## config.mk

```make
export PLATFORM = sky130hd
export DESIGN_NAME = seven_seg_scan_flat
export DESIGN_NICKNAME = d
export VERILOG_FILES = /design/src/rtl/seven_seg_pkg.sv /design/src/rtl/seven_seg_scan_if.sv /design/src/rtl/seven_seg_hex_decode.sv /design/src/rtl/seven_seg_scan.sv /design/src/flat_wrapper.sv
export SDC_FILE = /design/constraint.sdc
export NUM_CORES = 1
export LEC_CHECK = 0
export ABC_AREA = 1
export ABC_CLOCK_PERIOD_IN_PS = 1700
export CAP_MARGIN = 5
export CORE_ASPECT_RATIO = 1.75
export CORE_MARGIN = 2
export CORE_UTILIZATION = 51
export CTS_CLUSTER_SIZE = 12
export DETAILED_ROUTE_END_ITERATION = 6
export GPL_ROUTABILITY_DRIVEN = 0
export GPL_TIMING_DRIVEN = 1
export PLACE_DENSITY = 0.79
export SLEW_MARGIN = 15
export SYNTH_ARGS = -nofsm -noshare
export SYNTH_HDL_FRONTEND = slang
export SYNTH_SLANG_ARGS = --single-unit
```

## constraint.sdc

```tcl
create_clock -name clk -period 1.7 [get_ports clk]
set_clock_uncertainty 0.05 [all_clocks]
set_input_delay 0.34 -clock clk [delete_from_list [all_inputs] [get_ports clk]]
set_output_delay 0.34 -clock clk [all_outputs]
set_load 0.01 [all_outputs]
```

## src/rtl/seven_seg_pkg.sv

```systemverilog
// seven_seg_pkg: shared segment constants, hex table and index-width helper for the scan driver
package seven_seg_pkg;
  localparam logic [7:0] SEG_BLANK = 8'hFF;
  localparam int SEG_DP_BIT = 7;
  localparam logic [15:0][7:0] HEX_SEG = {
    8'h8E, 8'h86, 8'hA1, 8'hC6, 8'h83, 8'h88, 8'h90, 8'h80,
    8'hF8, 8'h82, 8'h92, 8'h99, 8'hB0, 8'hA4, 8'hF9, 8'hC0
  };
  function automatic int idx_w(int n);
    return n > 1 ? $clog2(n) : 1;
  endfunction
endpackage

```

## src/rtl/seven_seg_scan_if.sv

```systemverilog
// seven_seg_scan_if: load handshake, digit inputs and display pin outputs of the scan driver
interface seven_seg_scan_if #(parameter int NUM_DIGITS = 4);
  logic                    load;
  logic [4*NUM_DIGITS-1:0] digit_data;
  logic [NUM_DIGITS-1:0]   dp_mask;
  logic [NUM_DIGITS-1:0]   blank_mask;
  logic [7:0]              seg_n;
  logic [NUM_DIGITS-1:0]   an_n;
  logic                    frame_done;
  modport master (output load, digit_data, dp_mask, blank_mask, input seg_n, an_n, frame_done);
  modport slave  (input load, digit_data, dp_mask, blank_mask, output seg_n, an_n, frame_done);
endinterface

```

## src/rtl/seven_seg_hex_decode.sv

```systemverilog
// seven_seg_hex_decode: hex nibble to active-low {dp,g..a}, with decimal point and blanking
module seven_seg_hex_decode
  import seven_seg_pkg::*;
(
  input  logic [3:0] nib,
  input  logic       dp,
  input  logic       blank,
  output logic [7:0] seg_n
);
  assign seg_n = blank ? SEG_BLANK
                       : {HEX_SEG[nib][SEG_DP_BIT] & ~dp, HEX_SEG[nib][SEG_DP_BIT-1:0]};
endmodule

```

## src/rtl/seven_seg_scan.sv

```systemverilog
// seven_seg_scan: double-buffered, time-multiplexed N-digit seven-segment driver (option: SEVEN_SEG_LZ_BLANK_EN)
module seven_seg_scan
  import seven_seg_pkg::*;
#(
  parameter int NUM_DIGITS = 4,
  parameter int SCAN_DIV   = 50000,
  parameter int BLANK_CYC  = 500
) (
  input logic clk,
  input logic rstn,
  seven_seg_scan_if.slave bus
);
  localparam int IW = idx_w(NUM_DIGITS);
  localparam int PW = $clog2(SCAN_DIV);
  localparam int DW = 4 * NUM_DIGITS;

  logic [PW-1:0]         pre_q, pre_d;
  logic [IW-1:0]         idx_q, idx_d;
  logic                  pend_q, pend_d;
  logic [DW-1:0]         stg_data_q, stg_data_d, disp_data_q, disp_data_d;
  logic [NUM_DIGITS-1:0] stg_dp_q, stg_dp_d, disp_dp_q, disp_dp_d;
  logic [NUM_DIGITS-1:0] stg_blank_q, stg_blank_d, disp_blank_q, disp_blank_d;
  logic [7:0]            seg_q, seg_d;
  logic [NUM_DIGITS-1:0] an_q, an_d;
  logic                  fd_q, fd_d;
  logic                  tick, wrap, dark, upd_in, upd_stg;
  logic [3:0]            nibs [NUM_DIGITS];
  logic [NUM_DIGITS-1:0] eff_blank;
  logic [7:0]            dec_seg;

  // split the display register into per-digit nibbles for the scan mux
  always_comb begin
    for (int i = 0; i < NUM_DIGITS; i++) nibs[i] = disp_data_q[4*i +: 4];
  end

`ifdef SEVEN_SEG_LZ_BLANK_EN
  logic zero_run;
  // leading-zero suppression: walk down from the top digit while nibble is 0 and dp clear; digit 0 always shown
  always_comb begin
    zero_run  = 1'b1;
    eff_blank = disp_blank_q;
    for (int i = NUM_DIGITS - 1; i > 0; i--) begin
      zero_run     = zero_run & (nibs[i] == 4'h0) & ~disp_dp_q[i];
      eff_blank[i] = eff_blank[i] | zero_run;
    end
  end
`else
  assign eff_blank = disp_blank_q;
`endif

  seven_seg_hex_decode u_dec (
    .nib   (nibs[idx_q]),
    .dp    (disp_dp_q[idx_q]),
    .blank (eff_blank[idx_q]),
    .seg_n (dec_seg)
  );

  // scan timing, staging/display buffering and next output values
  always_comb begin
    tick         = pre_q == PW'(SCAN_DIV - 1);
    wrap         = tick && (idx_q == IW'(NUM_DIGITS - 1));
    dark         = pre_q < PW'(BLANK_CYC);
    upd_in       = bus.load && wrap;
    upd_stg      = !bus.load && wrap && pend_q;
    pre_d        = tick ? '0 : pre_q + PW'(1);
    idx_d        = wrap ? '0 : tick ? idx_q + IW'(1) : idx_q;
    pend_d       = bus.load ? !wrap : wrap ? 1'b0 : pend_q;
    stg_data_d   = bus.load ? bus.digit_data : stg_data_q;
    stg_dp_d     = bus.load ? bus.dp_mask : stg_dp_q;
    stg_blank_d  = bus.load ? bus.blank_mask : stg_blank_q;
    disp_data_d  = upd_in ? bus.digit_data : upd_stg ? stg_data_q : disp_data_q;
    disp_dp_d    = upd_in ? bus.dp_mask : upd_stg ? stg_dp_q : disp_dp_q;
    disp_blank_d = upd_in ? bus.blank_mask : upd_stg ? stg_blank_q : disp_blank_q;
    seg_d        = dark ? SEG_BLANK : dec_seg;
    an_d         = dark ? '1 : ~(NUM_DIGITS'(1) << idx_q);
    fd_d         = wrap;
  end

  // state and registered pin outputs; reset darkens the display immediately
  always_ff @(posedge clk or negedge rstn) begin
    if (!rstn) begin
      pre_q        <= '0;
      idx_q        <= '0;
      pend_q       <= 1'b0;
      stg_data_q   <= '0;
      stg_dp_q     <= '0;
      stg_blank_q  <= '0;
      disp_data_q  <= '0;
      disp_dp_q    <= '0;
      disp_blank_q <= '1;
      seg_q        <= SEG_BLANK;
      an_q         <= '1;
      fd_q         <= 1'b0;
    end else begin
      pre_q        <= pre_d;
      idx_q        <= idx_d;
      pend_q       <= pend_d;
      stg_data_q   <= stg_data_d;
      stg_dp_q     <= stg_dp_d;
      stg_blank_q  <= stg_blank_d;
      disp_data_q  <= disp_data_d;
      disp_dp_q    <= disp_dp_d;
      disp_blank_q <= disp_blank_d;
      seg_q        <= seg_d;
      an_q         <= an_d;
      fd_q         <= fd_d;
    end
  end

  assign bus.seg_n      = seg_q;
  assign bus.an_n       = an_q;
  assign bus.frame_done = fd_q;
endmodule
```

## src/flat_wrapper.sv

```systemverilog
// flat-port wrapper written by rule: the top's interface ports become plain ports
module seven_seg_scan_flat import seven_seg_pkg::*;
#(
  parameter int NUM_DIGITS = 4,
  parameter int SCAN_DIV   = 50000,
  parameter int BLANK_CYC  = 500
)
  (clk, rstn, bus_load, bus_digit_data, bus_dp_mask, bus_blank_mask, bus_seg_n, bus_an_n, bus_frame_done);
  seven_seg_scan_if #(.NUM_DIGITS(NUM_DIGITS)) bus_i ();
  input logic clk;
  input logic rstn;
  input wire logic [$bits(bus_i.load)-1:0] bus_load;
  input wire logic [$bits(bus_i.digit_data)-1:0] bus_digit_data;
  input wire logic [$bits(bus_i.dp_mask)-1:0] bus_dp_mask;
  input wire logic [$bits(bus_i.blank_mask)-1:0] bus_blank_mask;
  output wire logic [$bits(bus_i.seg_n)-1:0] bus_seg_n;
  output wire logic [$bits(bus_i.an_n)-1:0] bus_an_n;
  output wire logic [$bits(bus_i.frame_done)-1:0] bus_frame_done;
  assign bus_i.load = bus_load;
  assign bus_i.digit_data = bus_digit_data;
  assign bus_i.dp_mask = bus_dp_mask;
  assign bus_i.blank_mask = bus_blank_mask;
  assign bus_seg_n = bus_i.seg_n;
  assign bus_an_n = bus_i.an_n;
  assign bus_frame_done = bus_i.frame_done;
  seven_seg_scan #(.NUM_DIGITS(NUM_DIGITS), .SCAN_DIV(SCAN_DIV), .BLANK_CYC(BLANK_CYC)) u_core (.clk(clk), .rstn(rstn), .bus(bus_i));
endmodule
```

### The metal 1 layer

Bar = 20 um.
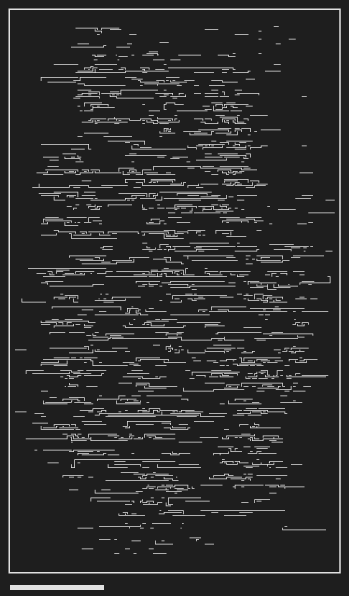
524 nets have wire on it. The layer holds 40% of the routed length.
total number of vias: 3,243
Routed WL: 8.02 mm
met1 Use GR: 0.227

### Cell area per tile

Bar = 20 um. The die is cut into 7 by 12 equal tiles; black is low, pale yellow is high, 0 to 100% covered.
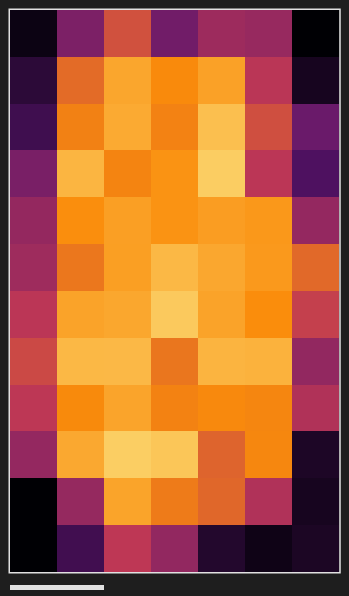
The fullest tile reaches 89%. The densest ninth of the die: center. 3.6% of the tiles are nearly empty. The mean over all tiles is 56%. 36% of the tiles are over 75% full.
fp_density: 0.521
core outline area: 7510 um2

==> GITHUB_STEP_SUMMARY <==
## Implementation flow summary

| Metric | Value |
|---|---|
| Floorplan Nets | 528 |
| Clk latency late pin | 0.34 ns |
| Mapped Area | 3920 um2 |
| Worst Setup EP | u_core.bus.seg_n[3] |
| Met2 routed WL | 4.37 mm |
| Yosys Chip Area | 3920 um2 |
| Fmax | 0.620 GHz |
| Placed Instances | 622 |
| Clock buffer depth | 2 |
| #FFs+latches synth | 80 |
| DRC | 0 |
| Hold_sp | u_core.pre_q[0] |
| Max-cap violation count | 0 |
| Syn. warnings | 0 |
| Critical-path cell with the highest stage delay | dfrtp_2 |
| CTS tree | built |
| Die H | 120 um |
| Crit path cell chain | buf_6 > nand2_1 > nand3_2 > nand2_2 > buf_4 > buf_4 > ha_1 > nand2_1 > nand2_1 > nand2_1 > nand3_1 |
| CTS root buf | clkbuf_16 |
| Vias/cell | 5.04 |
| Largest net degree at the start of global routing | 34 |
| Crit path buf inv count | 3 |
| R2r worst-path depth | 11 |
| Reg-to-Reg Start | u_core.idx_q[0] |
| Vias in the first global route | 3,174 |
| Critical Path AT | 1.82 ns |
| Global-route wire length before repair | 13.7 mm |
| Sw Share | 0.210 |
| Worst R2R End | u_core.bus.seg_n[3] |
| Critical path depth | 11 |
| First-pass detailed-route iteration total | 4 |
| Setup violators final | 0 |
| Routed length on met1 | 3.24 mm |
| H-Tree Depth | 3 |
| Synth cell types | 30 |
| Top Layout Cells | 169 x nand2_1, 62 x dfrtp_1, 52 x inv_1 |
| Startpoint Class | flip-flop |
| Post-route insts no fill | 643 |
| Total congestion overflow | 0 |
| Mapped Avg Cell Area | roughly 8.0 um2 |
| Leak | 0.00245 uW |
| Worst path most repeated cell | nand2_1 |
| Hold violation count in the final report | 0 |
| IO Port Bufs | 39 |
| Initial antenna violation count | 0 |
| Ys async rst share | 1.00 |
| Internal power | 3170 uW |
| IO Count | 40 |
| Worst-margin pin slew | 0.368 ns |
| Synth Instances | roughly 490 |
| Layout cells sized above 1 | 0.155 |
| Leading post-synthesis cells by cell area | dfrtp_1 41%, nand2_1 17%, dfstp_2 11% |
| Slew HR | 0.755 |
| Pwr Density | about 830 nW/um2 |
| Critical Path Source | u_core.idx_q[0] |
| Sequential area share after synthesis | 0.516 |
| Reg2Reg Setup Slack | between 0.08 and 0.09 ns |
| Synth top area share | 0.409 |
| Commonest Layout Cell | nand2_1 |
| Clock tree sinks | 80 |
| Crit path kind | flip-flop to flip-flop |
| Critical path peak fanout | 6 |
| Final #Nets | 588 |
| Fin Hold WS | 0.411 ns |
| DP Area | 4500 um2 |
| Post-synth EDFFs | 0 |
| Minimum clock period | approximately 1.6 ns |
| OpenROAD warning count | 34 |
| Chip width | between 70 and 80 um |
| Most common cell in the netlist | nand2_1 |
| Design Area, Final | 4860 um2 |
| Antenna Nets Post-Route | 0 |
| Worst hold path depth | 1 |
| DR WL met3 | between 200 and 250 um |
| Slew Limit Fails | 0 |
| Area grow syn2layout | 24.0% |
| Die Footprint | 8430 um2 |
| Hold WC Path Type | flip-flop to flip-flop |
| Grt peak-use layer | met2 |
| Psw | 841 uW |
| Sequential Power Share | 0.491 |
| Highest metal used | met4 |
| Commonest flop | dfrtp_1 |
| Cycle use final | 0.948 |
| Pre-CTS setup slack | -0.0613 ns |
| Status | finished, final reports clean |
| DRT iter0 DRCs | between 150 and 200 |
| PnR worst setup slack | slightly below 0.09 ns |
| Total Neg Setup Slack | 0 ns |
| Worst stage delay on the critical path | 0.43 ns |
| CTS Buf Count | 9 |
| Hold worst-path end | u_core.pre_q[0] |
| Largest area contributor in the netlist | dfrtp_1 |
| Crit. End Element | flip-flop |
| Worst path top cell family by delay | simple AND/OR/NAND/NOR gates |
| Combinational share of power | 0.057 |
| Antenna Cells | 0 |
| Ys cells | 490 |
| Rows | between 40 and 50 |
| Clk pin slew, worst setup/hold paths | 0.06 ns |
| Crit path DRT | 1.91 ns |
| Hpwl dp | 5.84 mm |
| Max VDD drop | 585 uV |
| Clock power share | 0.452 |
| Power Total | approximately 4000 uW |
| Commonest cells post-synth | 175 x nand2_1, 64 x dfrtp_1, 55 x inv_1 |
### Met2 routing

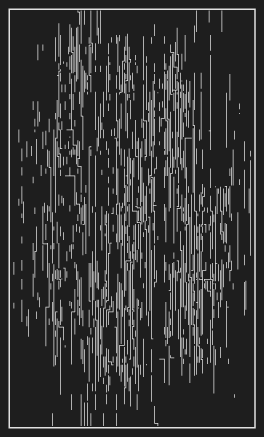
The layer carries 4,370 um of wire. The longest straight run is 29.2 um.
met2 usage: 0.365

### Track usage over the die

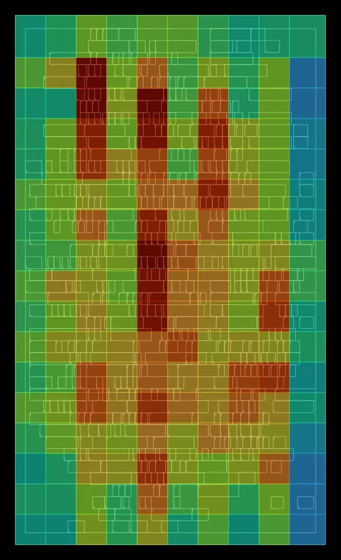
routed len/inst: 12.5 um
Final Util: 0.647
Total GRT Usage: 0.206
met3 GRT Util: 0.0521

==> state kept, by name, summed over array words and instances (netlist names) <==
register,count
u_core.disp_blank_q,4
u_core.stg_blank_q,4
u_core.pre_q,16
u_core.bus.an_n,4
u_core.disp_dp_q,4
u_core.stg_dp_q,4
u_core.idx_q,2
u_core.bus.frame_done,1
u_core.pend_q,1
u_core.stg_data_q,16
u_core.disp_data_q,16
u_core.bus.seg_n,8
==> what timing repair did <==
| action | in CTS | in global routing |
|---|---|---|
| setup buffers | 0 | 3 |
| cloned | 0 | 1 |
| gates resized | 14 | 22 |
| pin swaps | 0 | 5 |
| endpoints found under the hold margin | 23 | 0 |
| setup endpoints to repair | 16 | 16 |
| hold buffers | 1 | 0 |
==> power by group through the flow <==
stage	sequential, uW	combinational (uW)	clock (uW)
5_1_grt	1970	262	1920
4_1_cts	1970	234	1840
6_report	1970	230	1810
2_1_floorplan	2000	98.0	0
3_3_place_gp	2000	228	0
3_5_place_dp	2000	230	0
==> logic make-up (layout without fill, tap and decap cells) <==
group / count (synthesis) / after routing / share of synthesized area
AOI/OAI and AO/OA: 45 / 45 / 0.0607
xor gates and xnor gates: 6 / 6 / 0.0134
adders and majority gates: 11 / 11 / 0.0351
buffers and inverters: 77 / 142 / 0.0862
DFF: 80 / 80 / 0.516
and+or+nand+nor: 271 / 271 / 0.289
==> cell type report <==
| class | instances | area (um2) |
|---|---|---|
| Multi-Input combinational cell | 333 | 1600 |
| Inverter | 62 | 235 |
| Tap cell | 88 | 110 |
| Fill cell | 619 | 2660 |
| Clock buffer | 16 | 282 |
| Sequential cell | 80 | 2020 |
| Timing Repair Buffer | 64 | 606 |
Power and IR drop assume default switching activity.
